## src/rtl/div_pkg.sv

```systemverilog
// Shared types and widths for the sequential restoring divider.
package div_pkg;
    localparam int NUM_W = 8;
    localparam int DEN_W = 4;
    localparam int Q_W   = 4;
    localparam int CNT_W = 2;

    typedef enum logic [1:0] {
        IDLE = 2'd0,
        CALC = 2'd1,
        DONE = 2'd2
    } div_state_e;
endpackage

```

## src/rtl/div_step.sv

```systemverilog
// One restoring-division iteration: shift in a dividend bit, subtract if it fits.
module div_step
    import div_pkg::*;
(
    input  logic [DEN_W-1:0] rem_i,
    input  logic             bit_i,
    input  logic [DEN_W-1:0] den_i,
    output logic [DEN_W-1:0] rem_o,
    output logic             q_o
);
    logic [DEN_W:0] t;
    logic [DEN_W:0] diff;

    always_comb begin
        t    = {rem_i, bit_i};
        diff = t - {1'b0, den_i};
        q_o  = (t >= {1'b0, den_i});
        // The difference is below den_i, so it always fits in DEN_W bits.
        rem_o = q_o ? diff[DEN_W-1:0] : t[DEN_W-1:0];
    end
endmodule

```

## src/rtl/div.sv

```systemverilog
// Sequential unsigned divider, 8-bit by 4-bit, one quotient bit per clock.
module div
    import div_pkg::*;
(
    input  logic             clk,
    input  logic             rst,
    input  logic [NUM_W-1:0] num,
    input  logic [DEN_W-1:0] denom,
    input  logic             start,
    output logic [Q_W-1:0]   quotient,
    output logic [DEN_W-1:0] remainder,
    output logic             rdy,
    output logic             overflow
);
    div_state_e       state_q, state_d;
    logic [NUM_W-1:0] num_q, num_d;
    logic [DEN_W-1:0] den_q, den_d;
    logic [DEN_W-1:0] r_q, r_d;
    logic [Q_W-1:0]   acc_q, acc_d;
    logic [CNT_W-1:0] cnt_q, cnt_d;
    logic             ovp_q, ovp_d;
    logic [Q_W-1:0]   quo_q, quo_d;
    logic [DEN_W-1:0] rem_q, rem_d;
    logic             rdy_q, rdy_d;
    logic             ovf_q, ovf_d;

    logic [DEN_W-1:0] step_rem;
    logic             step_q;

    div_step u_step (
        .rem_i (r_q),
        .bit_i (num_q[cnt_q]),
        .den_i (den_q),
        .rem_o (step_rem),
        .q_o   (step_q)
    );

    always_ff @(posedge clk) begin
        if (!rst) begin
            state_q <= IDLE;
            num_q   <= '0;
            den_q   <= '0;
            r_q     <= '0;
            acc_q   <= '0;
            cnt_q   <= '0;
            ovp_q   <= 1'b0;
            quo_q   <= '0;
            rem_q   <= '0;
            rdy_q   <= 1'b0;
            ovf_q   <= 1'b0;
        end else begin
            state_q <= state_d;
            num_q   <= num_d;
            den_q   <= den_d;
            r_q     <= r_d;
            acc_q   <= acc_d;
            cnt_q   <= cnt_d;
            ovp_q   <= ovp_d;
            quo_q   <= quo_d;
            rem_q   <= rem_d;
            rdy_q   <= rdy_d;
            ovf_q   <= ovf_d;
        end
    end

    always_comb begin
        state_d = state_q;
        num_d   = num_q;
        den_d   = den_q;
        r_d     = r_q;
        acc_d   = acc_q;
        cnt_d   = cnt_q;
        ovp_d   = ovp_q;
        quo_d   = quo_q;
        rem_d   = rem_q;
        rdy_d   = rdy_q;
        ovf_d   = ovf_q;

        unique case (state_q)
            IDLE, DONE: begin
                if (start) begin
                    num_d   = num;
                    den_d   = denom;
                    r_d     = num[NUM_W-1:NUM_W-DEN_W];
                    acc_d   = '0;
                    cnt_d   = CNT_W'(Q_W - 1);
                    // High nibble >= divisor means the quotient needs a fifth bit.
                    ovp_d   = (denom == '0) || (num[NUM_W-1:NUM_W-DEN_W] >= denom);
                    rdy_d   = 1'b0;
                    state_d = CALC;
                end
            end
            CALC: begin
                if (ovp_q) begin
                    quo_d   = '0;
                    rem_d   = '0;
                    ovf_d   = 1'b1;
                    rdy_d   = 1'b1;
                    state_d = DONE;
                end else begin
                    r_d          = step_rem;
                    acc_d[cnt_q] = step_q;
                    cnt_d        = cnt_q - 1'b1;
                    if (cnt_q == '0) begin
                        quo_d        = acc_q;
                        quo_d[0]     = step_q;
                        rem_d        = step_rem;
                        ovf_d        = 1'b0;
                        rdy_d        = 1'b1;
                        state_d      = DONE;
                    end
                end
            end
            default: state_d = IDLE;
        endcase
    end

    assign quotient  = quo_q;
    assign remainder = rem_q;
    assign rdy       = rdy_q;
    assign overflow  = ovf_q;
endmodule

```

## config.mk

```make
export PLATFORM = sky130hd
export DESIGN_NAME = div
export DESIGN_NICKNAME = d
export VERILOG_FILES = /design/src/rtl/div_pkg.sv /design/src/rtl/div_step.sv /design/src/rtl/div.sv
export SDC_FILE = /design/constraint.sdc
export NUM_CORES = 1
export LEC_CHECK = 0
export CAP_MARGIN = 10
export CORE_UTILIZATION = 55
export CTS_CLUSTER_SIZE = 25
export DETAILED_ROUTE_END_ITERATION = 8
export HOLD_SLACK_MARGIN = 0.03
export PLACE_DENSITY = 0.81
export REMOVE_ABC_BUFFERS = 1
export SLEW_MARGIN = 20
export SYNTH_ARGS = -nofsm -noshare
export SYNTH_HDL_FRONTEND = slang
export SYNTH_HIERARCHICAL = 1
export SYNTH_SLANG_ARGS = --single-unit
```

## constraint.sdc

```tcl
create_clock -name clk -period 5.4 [get_ports clk]
set_input_delay 1.35 -clock clk [delete_from_list [all_inputs] [get_ports clk]]
set_output_delay 1.35 -clock clk [all_outputs]
set_load 0.005 [all_outputs]
```

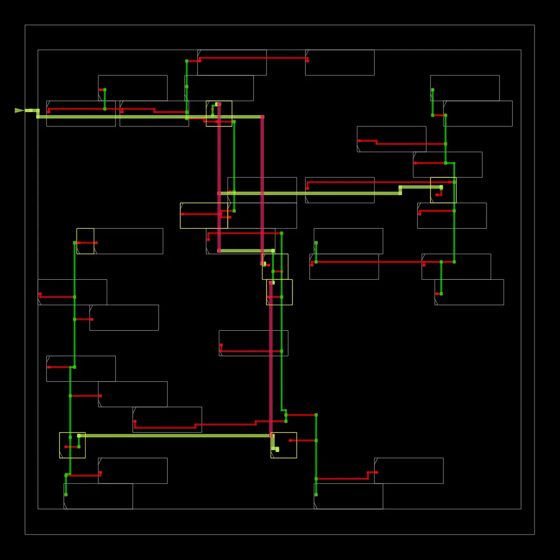
(run_1/final_clocks.png)
clock tree skew after final layout: 14.7 ps
flip-flop and latch count: 30
latest clock arrival within the worst-skew pair: 350 ps

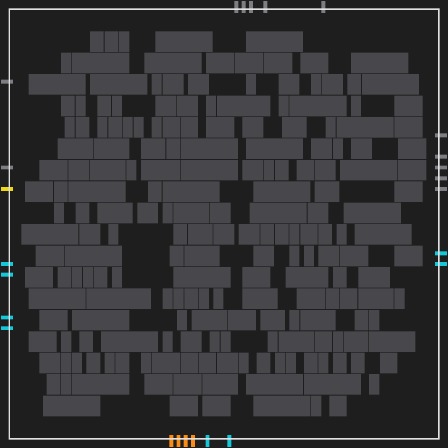
(run_1/pins.png)
Pins as bars across the die edge, other pins in grey.
Yellow shows overflow, pins 1, direction output, edge west. Orange shows denom, pins 4, direction input, edge south. Cyan shows num, pins 8, direction input, edge 4 west, 2 south, 2 east.
All pins by edge: 7 west, 7 east, 6 south, 5 north.

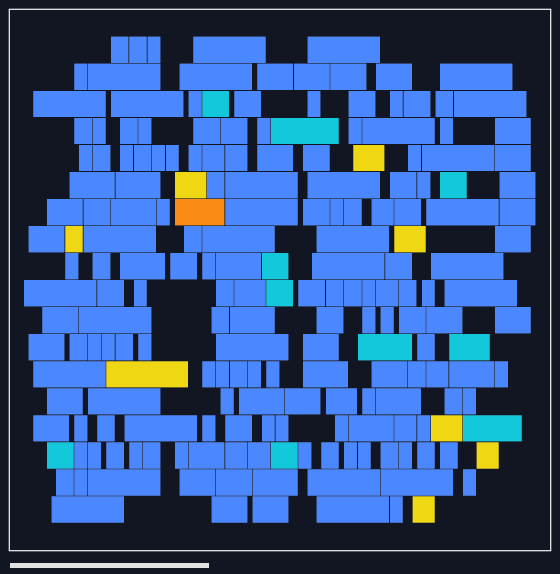
(run_1/drive_strength.png)
Bar = 20 microns.
Yellow shows drive 2, cells 8, share 4.0%, most used o21ai_2. Blue shows drive 1 or less, cells 180, share 90%, most used dfxtp_1. Cyan shows drive 3 to 4, cells 10, share 5.0%, most used clkbuf_4. Orange shows drive 6 and up, cells 1, share 0.50%, most used clkbuf_8.
post-route standard cell area excluding fillers: 1810 sq um
area growth from synthesis to layout: 20.3%
buffers outside the clock class: 24
worst-case setup margin in the final layout: 2660 ps

==> results.txt, run 1 <==
Notes on the flow run.

- After detailed routing, no signal wire sits above met4.
- The final standard cell utilization of the core is 0.718, for reference.
- The total standard cell area after synthesis is 1510 sq um, for reference.
- The post-synthesis share of cell area spent on full adders, half adders and majority gates is 0.113, for reference.
- The worst hold path begins at num_q[3].
- The synthesized netlist was found by Yosys to have 174 cells.
- For met1 alone, demand over resource in global routing was 0.275.
- The worst reg2reg path depth is 9, for reference.
- Per the OpenROAD floorplan log, the area of the die is 2950 sq um.
- Setup repair after global routing left no endpoint under its margin.
- The routed design has 3160 microns of wire.
- The transition time at the pin with the least slew margin is 717 ps, for reference.
- The instance count of the mapped netlist is 174, for reference.
- In this run the clock root is driven by a sky130_fd_sc_hd__clkbuf_4.
- For met3 alone, demand over resource in global routing was 0.0833.
- In the detailed route, the total length drawn on met2 is 1560 microns.
- The non-clock buffering overhead in the final layout is 0.133, for reference.
- The report lists the number of standard-cell rows as 18.
- The first global-routing pass estimated 5110 microns of wire.
- The critical path is of the primary input to flop type.
- The startpoint of the worst-slack reg-to-reg timing path is cnt_q[0], for reference.
- The registers of the reported paths see a clock transition of 110 ps.
- For this run, global-route usage on met2 was measured as 0.439.
- The dominant logic cell type in the layout is sky130_fd_sc_hd__dfxtp_1, for reference.
- After filler insertion, the fill cell instance count of the layout stands at 209.
- The floorplan step defined a core boundary enclosing 2520 sq um.
- The share of the Yosys chip area taken by registers is 0.399.
- Yosys reports that the most numerous cell types are sky130_fd_sc_hd__dfxtp_1 (30), sky130_fd_sc_hd__nand2_1 (28), sky130_fd_sc_hd__a21oi_1 (19).
- Note that the worst hold path type here is flop to flop.
- The run finished with clean final reports.
- The number of antenna violations at the first check in global routing is 0.
- The max capacitance violation total is 0, for reference.
- The total design power is 525 uW, for reference.
- The final worst-path cycle share is 0.508, for reference.
- Per the detail_route report, vias per standard cell equal 5.64.
- The number of sinks on the clock net is 30, for reference.
- The synthesis stats list as the most numerous cell sky130_fd_sc_hd__dfxtp_1.
- The analysis attributes to cell leakage a power of 0.694 nW.
- The area share of and-or/or-and cells after synthesis is 0.174, for reference.
- The normalized max-slew margin is 0.519, for reference.
- The main area contributors are sky130_fd_sc_hd__dfxtp_1 (40%), sky130_fd_sc_hd__ha_1 (10%), sky130_fd_sc_hd__nand2_1 (7.0%).
- The final report lists the setup-violating endpoint count as 0.
- The tool warning count is 28, for reference.
- Per the detail_route report, the via count comes to 1291.
- The half-perimeter wire length of the detailed placement result is 2350 microns, for reference.
- The total number of yosys warnings is 6, for reference.
- CTS reports a maximum clock tree buffer depth of 2.
- The floorplan-stage core utilization is 0.597, for reference.
- STA classifies the critical path endpoint as a flop.
- The number of synthesized flops with an enable pin is 0, for reference.
- Per the repair_timing log after CTS, setup buffers inserted total 0.
- The final antenna diode tally reported by the flow is 0.
- Pin placement for this block handled 25 I/O pins.
- The wire length the detailed router placed on met1 is 1390 microns, for reference.
- The post-synthesis simple-gate area fraction is 0.212, for reference.
- The finished design was reported to have a net count of 226.
- Tracing the worst setup path back leads to its startpoint at start.
- The fraction of cell area in sequential cells is reported as 0.331.
- The number of buffers added on ports is 24, for reference.
- The number of H-tree levels is 2, for reference.
-- run 1: stage by stage --
step           hold WS (ps)  std cells  cell area (sq um)
5_1_grt                 487        229               1810
2_1_floorplan           433        167               1470
3_3_place_gp            439        221               1750
4_1_cts                 460        229               1810
6_report                462        229               1810
3_5_place_dp            447        221               1750
-- run 1: where the power goes --
part | internal [mW] | leakage [nW] | switching (mW)
clock network | 0.0625 | 0.0343 | 0.0850
logic | 0.0588 | 0.415 | 0.0723
registers | 0.235 | 0.245 | 0.0118
total | 0.356 | 0.694 | 0.169
-- run 1: flip-flops by register name, indices dropped and copies added (netlist names) --
signal     count
den_q          4
rdy            1
num_q          4
r_q            4
state_q        2
ovp_q          1
acc_q          3
remainder      4
overflow       1
quotient       4
cnt_q          2
==> run 1 -> run 2 <==
- CORE_UTILIZATION: 55 -> 47
- PLACE_DENSITY: 0.81 -> 0.74
- clock period: 5.4 -> 2.3 ns (I/O delays scaled with it)
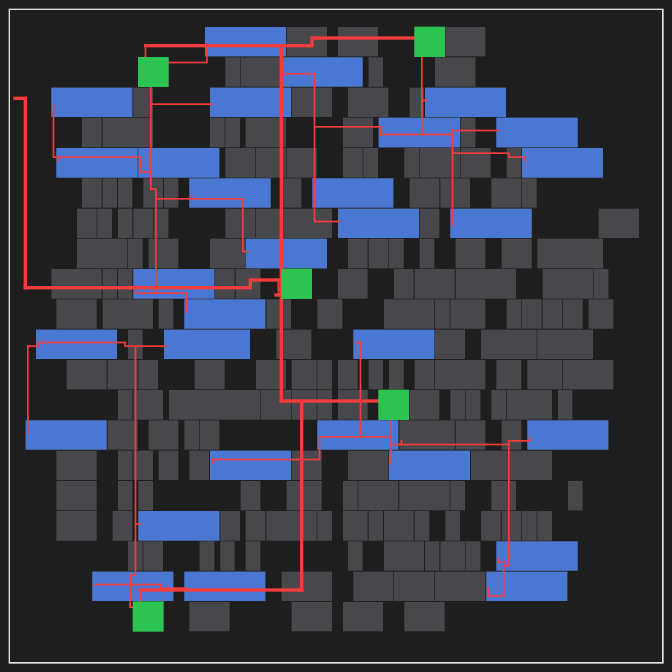
(run_2/clock_map.png)
Green shows cells driving clock nets, count 5. Blue shows flip-flops, count 30. Red shows clock wires, length 396 microns.
Position of the flops: all over the die. There are 6 routed clock nets.
power in the clock group: 331 uW
clock tree skew after final layout: 7.13 ps
clock network fraction of design power: 0.263

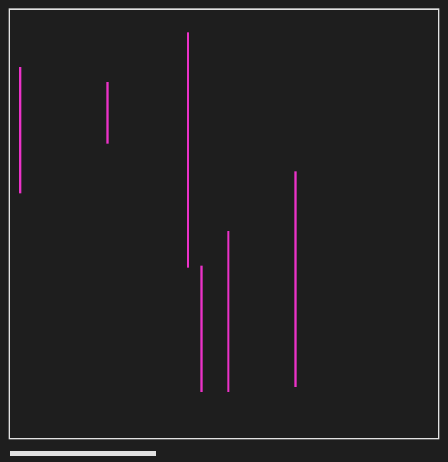
(run_2/met4.png)
Bar = 20 microns.
The layer holds 3.6% of the routed length. The wires run mostly vertical. 5 nets have wire on it. The layer carries 125 microns of wire.

==> run 2 against run 1 <==
  * Global-route usage down 2.3 points
  * Die area up 16%
  * Wire length up 11%
  * Sequential cell count unchanged
  * Hold slack about the same
  * Combinational power rose to 2.7 times the previous value
  * Critical path depth up 4
  * Non-clock buffer count up 9
  * Critical path type is now flop to flop
==> results.txt, run 2 <==
Notes on the flow run.

- The wire length the detailed router placed on met1 is 1420 microns (was 1390 microns), for reference.
- The number of top-level pins is 25 (unchanged), for reference.
- The number of buffers outside the clock class in the layout is 33 (was 24), for reference.
- The power per standard cell area was 661 nW/um^2 (was 290 nW/um^2).
- The worst reg2reg path depth is 9 (unchanged), for reference.
- The maximum clock frequency is 0.446 GHz, for reference.
- The startpoint-to-endpoint class of the critical path is flop to flop (was primary input to flop).
- The final design instance area without fill was 1900 sq um (was 1810 sq um).
- The number of buffers inserted to repair setup after CTS was 0 (unchanged).
- The post-synthesis cell type with the largest instance count was sky130_fd_sc_hd__dfxtp_1 (unchanged).
- The via-per-instance ratio is 5.34 (was 5.64).
- The final standard cell utilization of the core is 0.623 (was 0.718), for reference.
- The clock network latency to the later pin of the worst-skew pair came to 340 ps (was 350 ps).
- The area share of and-or/or-and cells after synthesis is 0.174 (unchanged), for reference.
- The transition time at the pin with the least slew margin is 401 ps (was 717 ps), for reference.
- The final-layout worst hold slack is 462 ps (about the same), for reference.
- The worst setup slack after layout came to 59.1 ps (was 2660 ps).
- The clock buffer count from CTS is 5 (unchanged), for reference.
- The normalized max-slew margin is 0.733 (was 0.519), for reference.
- The register-to-register path setup slack is 60 ps (was 2990 ps).
- The leakage power total is 0.741 nW (was 0.694 nW), for reference.
- The final number of setup-violating endpoints was 0 (unchanged).
- The startpoint of the worst-slack reg-to-reg timing path is cnt_q[0] (unchanged), for reference.
- The cell with the biggest individual delay on the critical path is sky130_fd_sc_hd__mux4_2 (was sky130_fd_sc_hd__nor2b_2), for reference.
- The post-route setup TNS is 0 ps (unchanged), for reference.
- The proportion of total power due to net switching is 0.313 (was 0.322).
- The delay of the slowest critical-path stage was 500 ps (was 550 ps).
- The non-clock buffering overhead in the final layout is 0.162 (was 0.133), for reference.
- The post-detailed-placement cell area came to 1820 sq um (was 1750 sq um).
- The instance count of the mapped netlist is 174 (unchanged), for reference.
- The sequential cell area fraction in the yosys report is 0.399 (unchanged), for reference.
- The first-pass GRT wire length came to 5670 microns (was 5110 microns).
- The sequential cell fraction of total power was 0.459 (was 0.470).
- The clock tree buffer depth is 2 (unchanged), for reference.
- The dominant logic cell type in the layout is sky130_fd_sc_hd__dfxtp_1 (unchanged).
- The half-perimeter wire length of the detailed placement result came to 2580 microns (was 2350 microns).
- The CTS clock-pin slew for the worst setup and hold paths was 90 ps (was 110 ps).
- The number of sinks on the clock net was 30 (unchanged).
- The predominant post-synthesis flop cell is sky130_fd_sc_hd__dfxtp_1 (unchanged), for reference.
- The total design power is 1.26 mW (was 525 uW), for reference.
- The number of H-tree levels is 2 (unchanged).
- The class of the tightest hold or removal check is flop to flop (unchanged).
- The required time at the worst-slack endpoint is 2530 ps (was 5620 ps), for reference.
- Ranking of synthesized cells by instance count: sky130_fd_sc_hd__dfxtp_1 (30), sky130_fd_sc_hd__nand2_1 (28), sky130_fd_sc_hd__a21oi_1 (19) (unchanged).
- The total standard cell area after synthesis is 1510 sq um (unchanged), for reference.
- The floorplan-stage core utilization is 0.493 (was 0.597).
- The filler-free cell count of the finished design is 252 (was 229), for reference.
- The number of placement rows is 20 (was 18), for reference.
- The total number of yosys warnings is 6 (unchanged), for reference.
- The sum of overflow across all layers after global routing was 0 (unchanged).
- The number of remaining DRC errors is 0 (unchanged).
- The power dissipated by switching net loads was 394 uW (was 169 uW).
- The area of the core region is 3050 sq um (was 2520 sq um).
- The biggest area consumer among synthesized cells is sky130_fd_sc_hd__dfxtp_1 (unchanged).
- The element type at the critical path end is a flop (unchanged).
- The area of the chip is 3440 sq um (was 2950 sq um), for reference.
- The launch point of the worst path is cnt_q[0] (was start).
- The total routed wirelength is 3510 microns (was 3160 microns), for reference.
- The fraction of synthesized cell area in xor and xnor cells is 0.00581 (unchanged), for reference.
- The number of vias after detailed routing is 1345 (was 1291), for reference.
- The internal power component is 864 uW (was 356 uW), for reference.
- The post-synthesis share of cell area spent on full adders, half adders and majority gates is 0.113 (unchanged).
- The highest metal layer with signal wires is met4 (unchanged), for reference.
- The number of synthesized flops with an enable pin is 0 (unchanged), for reference.
- The count of filler cells inserted in the layout came to 278 (was 209).
- The number of non-clock inverters is 13 (unchanged), for reference.
- The number of antenna violations at the first check in global routing is 0 (unchanged), for reference.
- The number of standard cells reported by yosys is 174 (unchanged).
- The flop share of the area is 0.316 (was 0.331).
- The met3 track utilization from global routing is 0.0703 (was 0.0833).
- The sequential cell count is 30 (unchanged), for reference.
- The beginning of the worst hold path is acc_q[1] (was num_q[3]).
- The first-iteration detailed-routing DRC count is 55 (was 29).
- The placed cell count is 242 (was 221), for reference.
- The post-synthesis simple-gate area fraction is 0.212 (unchanged), for reference.
- The met1 usage came to 0.238 (was 0.275).
- Most used cells in the layout excluding fill and tap cells: sky130_fd_sc_hd__dfxtp_1 (29), sky130_fd_sc_hd__nand2_1 (28), sky130_fd_sc_hd__clkdlybuf4s50_1 (24), sky130_fd_sc_hd__a21oi_1 (19), sky130_fd_sc_hd__nor2_1 (13) (was sky130_fd_sc_hd__dfxtp_1 (30), sky130_fd_sc_hd__nand2_1 (28), sky130_fd_sc_hd__clkdlybuf4s50_1 (24), sky130_fd_sc_hd__a21oi_1 (19), sky130_fd_sc_hd__nor2_1 (13)).
- The share of total power in combinational logic was 0.278 (was 0.250).
- The count of unique library cells instantiated by Yosys is 36 (unchanged).
- The maximum ir drop on the vdd rail is 0.368 mV (was 0.235 mV), for reference.
- The clock tree root buffer cell was sky130_fd_sc_hd__clkbuf_4 (unchanged).
- The final worst-path cycle share is 0.974, for reference.
- The count of antenna diodes in the layout came to 0 (unchanged).
- The final-stage net count is 235 (was 226), for reference.
- The routing usage on met2 is 0.396 (was 0.439), for reference.
- The number of well taps is 44 (was 30), for reference.
- The CTS tree is built (unchanged), for reference.
- The length of routed met2 wiring is 1810 microns (was 1560 microns), for reference.
- The post-synthesis async set-or-reset flop share came to 0 (unchanged).
- The area of combinational cells with multiple inputs is 830 sq um (was 821 sq um), for reference.
- Synth area leaders: sky130_fd_sc_hd__dfxtp_1 (40%), sky130_fd_sc_hd__ha_1 (10%), sky130_fd_sc_hd__nand2_1 (7.0%) (unchanged).
- The reg-to-reg critical path endpoint is r_q[2] (unchanged), for reference.
- The tool warning count was 28 (unchanged).
- The number of buffers added on ports is 24 (unchanged), for reference.
- The max capacitance violation total was 0 (unchanged).
- Outcome: completed (unchanged).
- The area taken by flip-flops and latches is 602 sq um (was 601 sq um), for reference.
- The layout overhead on the synthesized area is 26.3% (was 20.3%), for reference.
[run 2: cell counts after synthesis]
No cell type changed its count.
[run 2: power by group through the flow]
stage          logic (mW)  clock network (mW)  registers (mW)
2_1_floorplan       0.214                   0           0.585
3_3_place_gp        0.309                   0           0.588
3_5_place_dp        0.321                   0           0.590
4_1_cts             0.323               0.345           0.578
5_1_grt             0.380               0.367           0.582
6_report            0.350               0.331           0.578
[run 2: kinds of logic (layout without fill, tap and decap cells)]
family	after synthesis	in the layout
buffers and inverters	20	54
flip-flops	30	30
AND-OR/OR-AND	40	40
AND/OR/NAND/NOR	66	66
XOR/XNOR	1	1
adder cells (fa/ha/maj)	13	13
multiplexers	4	4
Power is estimated from default activity; no workload was simulated.
